[config.mk]
export PLATFORM = sky130hd
export DESIGN_NAME = spike_rate_decoder
export DESIGN_NICKNAME = d
export VERILOG_FILES = /design/src/rtl/snn_pkg.sv /design/src/rtl/spike_argmax.sv /design/src/rtl/spike_rate_decoder.sv
export SDC_FILE = /design/constraint.sdc
export NUM_CORES = 1
export LEC_CHECK = 0
export ABC_CLOCK_PERIOD_IN_PS = 2900
export CAP_MARGIN = 20
export CORE_ASPECT_RATIO = 0.8
export CORE_UTILIZATION = 30
export DETAILED_ROUTE_END_ITERATION = 12
export DONT_BUFFER_PORTS = 1
export PLACE_DENSITY = 0.55
export SETUP_SLACK_MARGIN = 0.05
export SYNTH_ARGS = -nofsm -noshare
export SYNTH_HDL_FRONTEND = slang
export SYNTH_SLANG_ARGS = --single-unit
[constraint.sdc]
create_clock -name clk -period 2.9 [get_ports clk]
set_input_delay 0.725 -clock clk [delete_from_list [all_inputs] [get_ports clk]]
set_output_delay 0.725 -clock clk [all_outputs]
set_load 0.02 [all_outputs]
[src/rtl/snn_pkg.sv]
// Shared types and widths for the spiking-network readout blocks.
package snn_pkg;

    typedef enum logic [1:0] {
        IDLE  = 2'd0,
        COUNT = 2'd1,
        CMP   = 2'd2
    } state_t;

    localparam int CNT_W_DEFAULT = 8;
    // Wide enough to index a window of up to 2^16 enabled cycles.
    localparam int WIN_W = 17;

endpackage

[src/rtl/spike_argmax.sv]
// Combinational argmax over per-channel spike counts, with tie and silent flags.
module spike_argmax
    import snn_pkg::*;
#(
    parameter int N_CH  = 2,
    parameter int CNT_W = CNT_W_DEFAULT,
    parameter int IDX_W = 1
) (
    input  logic [N_CH-1:0][CNT_W-1:0] counts,
    output logic [IDX_W-1:0]           winner,
    output logic [CNT_W-1:0]           max_count,
    output logic                       tie,
    output logic                       silent
);

    int hits;

    always_comb begin
        winner    = '0;
        max_count = '0;
        hits      = 0;
        // Strict compare keeps the lowest index when several channels share the maximum.
        for (int i = 0; i < N_CH; i++) begin
            if (counts[i] > max_count) begin
                max_count = counts[i];
                winner    = IDX_W'(i);
            end
        end
        for (int i = 0; i < N_CH; i++) begin
            if (counts[i] == max_count) hits = hits + 1;
        end
        silent = (max_count == '0);
        tie    = !silent && (hits >= 2);
    end

endmodule

[src/rtl/spike_rate_decoder.sv]
// Windowed spike-count readout: counts spikes per channel over WIN_LEN enabled
// cycles and reports the winning channel through a valid/ready result slot.
module spike_rate_decoder
    import snn_pkg::*;
#(
    parameter int N_CH    = 2,
    parameter int CNT_W   = CNT_W_DEFAULT,
    parameter int WIN_LEN = 200,
    localparam int IDX_W  = (N_CH > 1) ? $clog2(N_CH) : 1
) (
    input  logic              clk,
    input  logic              resetn,
    input  logic              enable,
    input  logic [N_CH-1:0]   spike_in,
    output logic              res_valid,
    input  logic              res_ready,
    output logic [IDX_W-1:0]  res_winner,
    output logic [CNT_W-1:0]  res_count,
    output logic              res_tie,
    output logic              res_silent,
    output logic              overrun
);

    localparam logic [WIN_W-1:0] LAST_CYCLE = WIN_W'(WIN_LEN - 1);

    state_t                        state;
    logic [N_CH-1:0][CNT_W-1:0]    cnt;
    logic [N_CH-1:0][CNT_W-1:0]    snap;
    logic [N_CH-1:0][CNT_W-1:0]    cnt_next;
    logic [WIN_W-1:0]              win_cnt;

    logic [IDX_W-1:0]              am_winner;
    logic [CNT_W-1:0]              am_count;
    logic                          am_tie;
    logic                          am_silent;

    // Saturating per-channel increment; a counter at all-ones ignores spikes.
    always_comb begin
        for (int i = 0; i < N_CH; i++) begin
            cnt_next[i] = (spike_in[i] && (cnt[i] != '1)) ? cnt[i] + CNT_W'(1) : cnt[i];
        end
    end

    spike_argmax #(
        .N_CH  (N_CH),
        .CNT_W (CNT_W),
        .IDX_W (IDX_W)
    ) u_argmax (
        .counts    (snap),
        .winner    (am_winner),
        .max_count (am_count),
        .tie       (am_tie),
        .silent    (am_silent)
    );

    // Handshake: a result transfers on any posedge where res_valid and res_ready
    // are both high; a CMP load on that same edge replaces it without overrun.
    always_ff @(posedge clk) begin
        if (resetn) begin
            state      <= IDLE;
            cnt        <= '0;
            snap       <= '0;
            win_cnt    <= '0;
            res_valid  <= 1'b0;
            res_winner <= '0;
            res_count  <= '0;
            res_tie    <= 1'b0;
            res_silent <= 1'b0;
            overrun    <= 1'b0;
        end else begin
            if (res_valid && res_ready) res_valid <= 1'b0;

            if (state == CMP) begin
                if (!res_valid || res_ready) begin
                    res_valid  <= 1'b1;
                    res_winner <= am_winner;
                    res_count  <= am_count;
                    res_tie    <= am_tie;
                    res_silent <= am_silent;
                end else begin
                    overrun <= 1'b1;
                end
            end

            // Counting runs in every state, so CMP doubles as cycle 0 of the next window.
            if (enable) begin
                if (win_cnt == LAST_CYCLE) begin
                    snap    <= cnt_next;
                    cnt     <= '0;
                    win_cnt <= '0;
                    state   <= CMP;
                end else begin
                    cnt     <= cnt_next;
                    win_cnt <= win_cnt + WIN_W'(1);
                    state   <= COUNT;
                end
            end else if (state != IDLE) begin
                state <= COUNT;
            end
        end
    end

endmodule

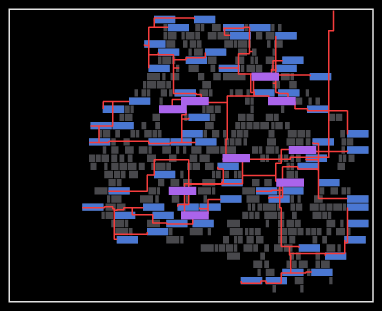
(clock distribution)
Scale: 3 px per um.
- clock wires: red (length 891 um)
- clock-net drivers: purple (count 9)
- flip-flops: blue (count 64)
- routed clock nets: 10
clock network power: 0.938 mW
Worst Clk Skew: 8.34 ps

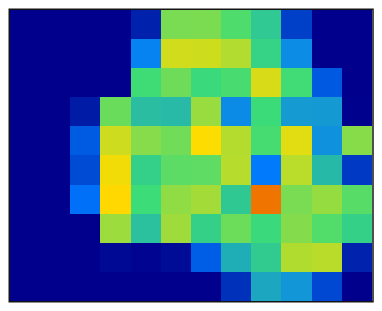
(local utilization)
Scale: 3 px per um. The die is cut into 12 by 10 equal tiles; dark blue is low, red is high, 0 to 100% covered.
- nearly empty tiles: 35%
- tiles over 75% full: 1.7%
- mean over tiles: 30%
- fullest tile: 87%
- emptiest ninth of the die: top left
- densest ninth of the die: middle

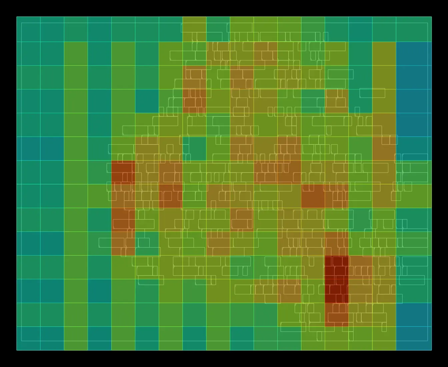
(track usage over the die)
met3 usage: 3.54%
GR met2 Demand/Resource: 20.1%
global routing's busiest layer: met2
GRT Total Usage: 13.5%

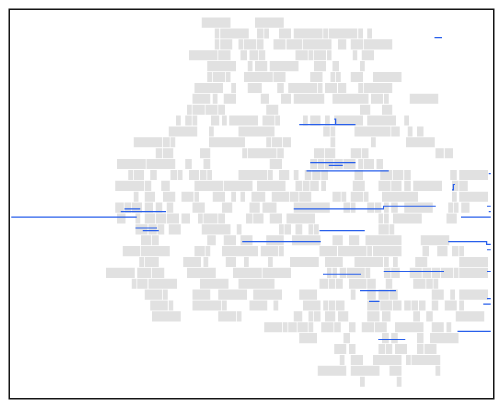
(signal wires on met3)
Scale: 4 px per um. Cells faint in the background.
- main direction: horizontal
- nets with wire on the layer: 24
- wire length on this layer: 247 um
- share of all routed wire: 3.3%
- longest straight run: 31.1 um
DRT Wirelength: 7.47 mm
via count of the routed design: 2,815

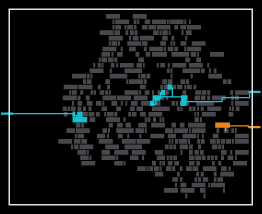
(nets reached from selected ports)
Scale: 2 px per um.
- `res_tie`: orange (bits 1; direction output; edge right; end cells 1; buffers 0; wire 15.4 um)
- `spike_in`: cyan (bits 2; direction input; edge 1 right, 1 left; end cells 12; buffers 0; wire 113 um)
# port buffers: 0
# IOs: 19

-- per-stage QoR --
stage                     setup slack (ps)  power (mW)  utilization (%)  area [sq um]  instances
final                                  485        1.87             34.3          3740        543
after global placement                 563       0.955             31.9          3490        528
after detailed placement               483       0.955             31.9          3490        528
after global routing                   277        1.95             34.3          3740        543
after floorplan                        733       0.959                -          3380        402
after CTS                              466        1.89             34.3          3740        543
-- cell usage after synthesis, drive strengths merged, types with 3 or more instances --
library cell / count
nand3b: 4
nor4: 5
xor2: 15
ha: 11
o21ai: 24
a22oi: 7
nand2: 25
a211oi: 18
xnor2: 19
a311oi: 9
mux2i: 4
clkbuf: 15
nor2b: 7
dfxtp: 64
nor3b: 3
inv: 10
and3: 5
a21oi: 22
nor2: 60
buf: 7
nor3: 4
and4: 9
or4: 3
nand3: 19
a31oi: 3
nand4: 13
nand2b: 3
-- flip-flops by register name, summed over array words and instances, names as in the netlist --
| signal | count |
|---|---|
| overrun | 1 |
| cnt | 16 |
| res_valid | 1 |
| res_tie | 1 |
| state | 2 |
| res_winner | 1 |
| snap | 16 |
| res_silent | 1 |
| res_count | 8 |
| win_cnt | 17 |
-- worst max-delay path by stage --
stage / start / cells past startpoint / slack, ps / end
floorplan: win_cnt[0] / 7 / 730 / snap[3]
global placement: win_cnt[0] / 7 / 560 / snap[14]
detailed placement: win_cnt[0] / 7 / 480 / snap[13]
CTS: win_cnt[0] / 7 / 470 / snap[13]
global route: win_cnt[0] / 7 / 280 / snap[13]
finish: win_cnt[0] / 7 / 480 / snap[13]
-- power breakdown --
group / total, mW / leakage, nW / switching, mW / internal [mW]
clock: 0.938 / 0.119 / 0.366 / 0.572
combinational: 0.0400 / 0.572 / 0.0222 / 0.0178
sequential: 0.895 / 0.516 / 0.00846 / 0.887
total: 1.87 / 1.21 / 0.396 / 1.48
==> flow_metrics.env <==
# source this file to load flow results
export IMPL_period_used_pct=83.3
export IMPL_cts_sinks=64
export IMPL_slew_violations=0
export IMPL_edf_count=0
export IMPL_cts_tree="built"
export IMPL_drc=0
export IMPL_hold_viol_final=0
export IMPL_dieArea_sq_um=11700
export IMPL_maxCapViolations=0
export IMPL_drt_met1_wl_mm=4.00
export IMPL_comb_area_share_pct=52.3
export IMPL_min_to="snap[1]"
export IMPL_grt_pass1_wl_mm=12.7
export IMPL_reg2reg_slack_ps=480
export IMPL_ys_sh_mux_pct=1.18
export IMPL_logic_gates=306
export IMPL_crit_chain="ha_1 > or4b_1 > nor4_4 > buf_4 > and2_4 > nor2_1 > a211oi_1"
export IMPL_relSlewSlack_pct=46.9
export IMPL_use_met1_pct=18.8
export IMPL_outcome="completed"
export IMPL_yosys_area_share_adder_pct=4.07
export IMPL_seq_cells=64
export IMPL_yosysWarnings=0
export IMPL_cts_root_buf="clkbuf_16"
export IMPL_dp_hpwl_mm=5.27
export IMPL_min_period_ps=2420
export IMPL_setup_violations=0
export IMPL_detail_route_antenna_nets=0
export IMPL_top_area_cell="dfxtp_1"
export IMPL_holdWs_ps=474
export IMPL_drt_pass1_iter_count=4
export IMPL_layout_area_comb_sq_um=1960
export IMPL_setup_tns_ps=0
export IMPL_clkbuf_count=12
export IMPL_clock_area_share_pct=6.85
export IMPL_num_rows=34
export IMPL_top_layer_used="met4"
export IMPL_die_size_x_um=121
export IMPL_wl_met2_mm=3.18
No activity file was given, so power comes from the tool's default toggle rates.
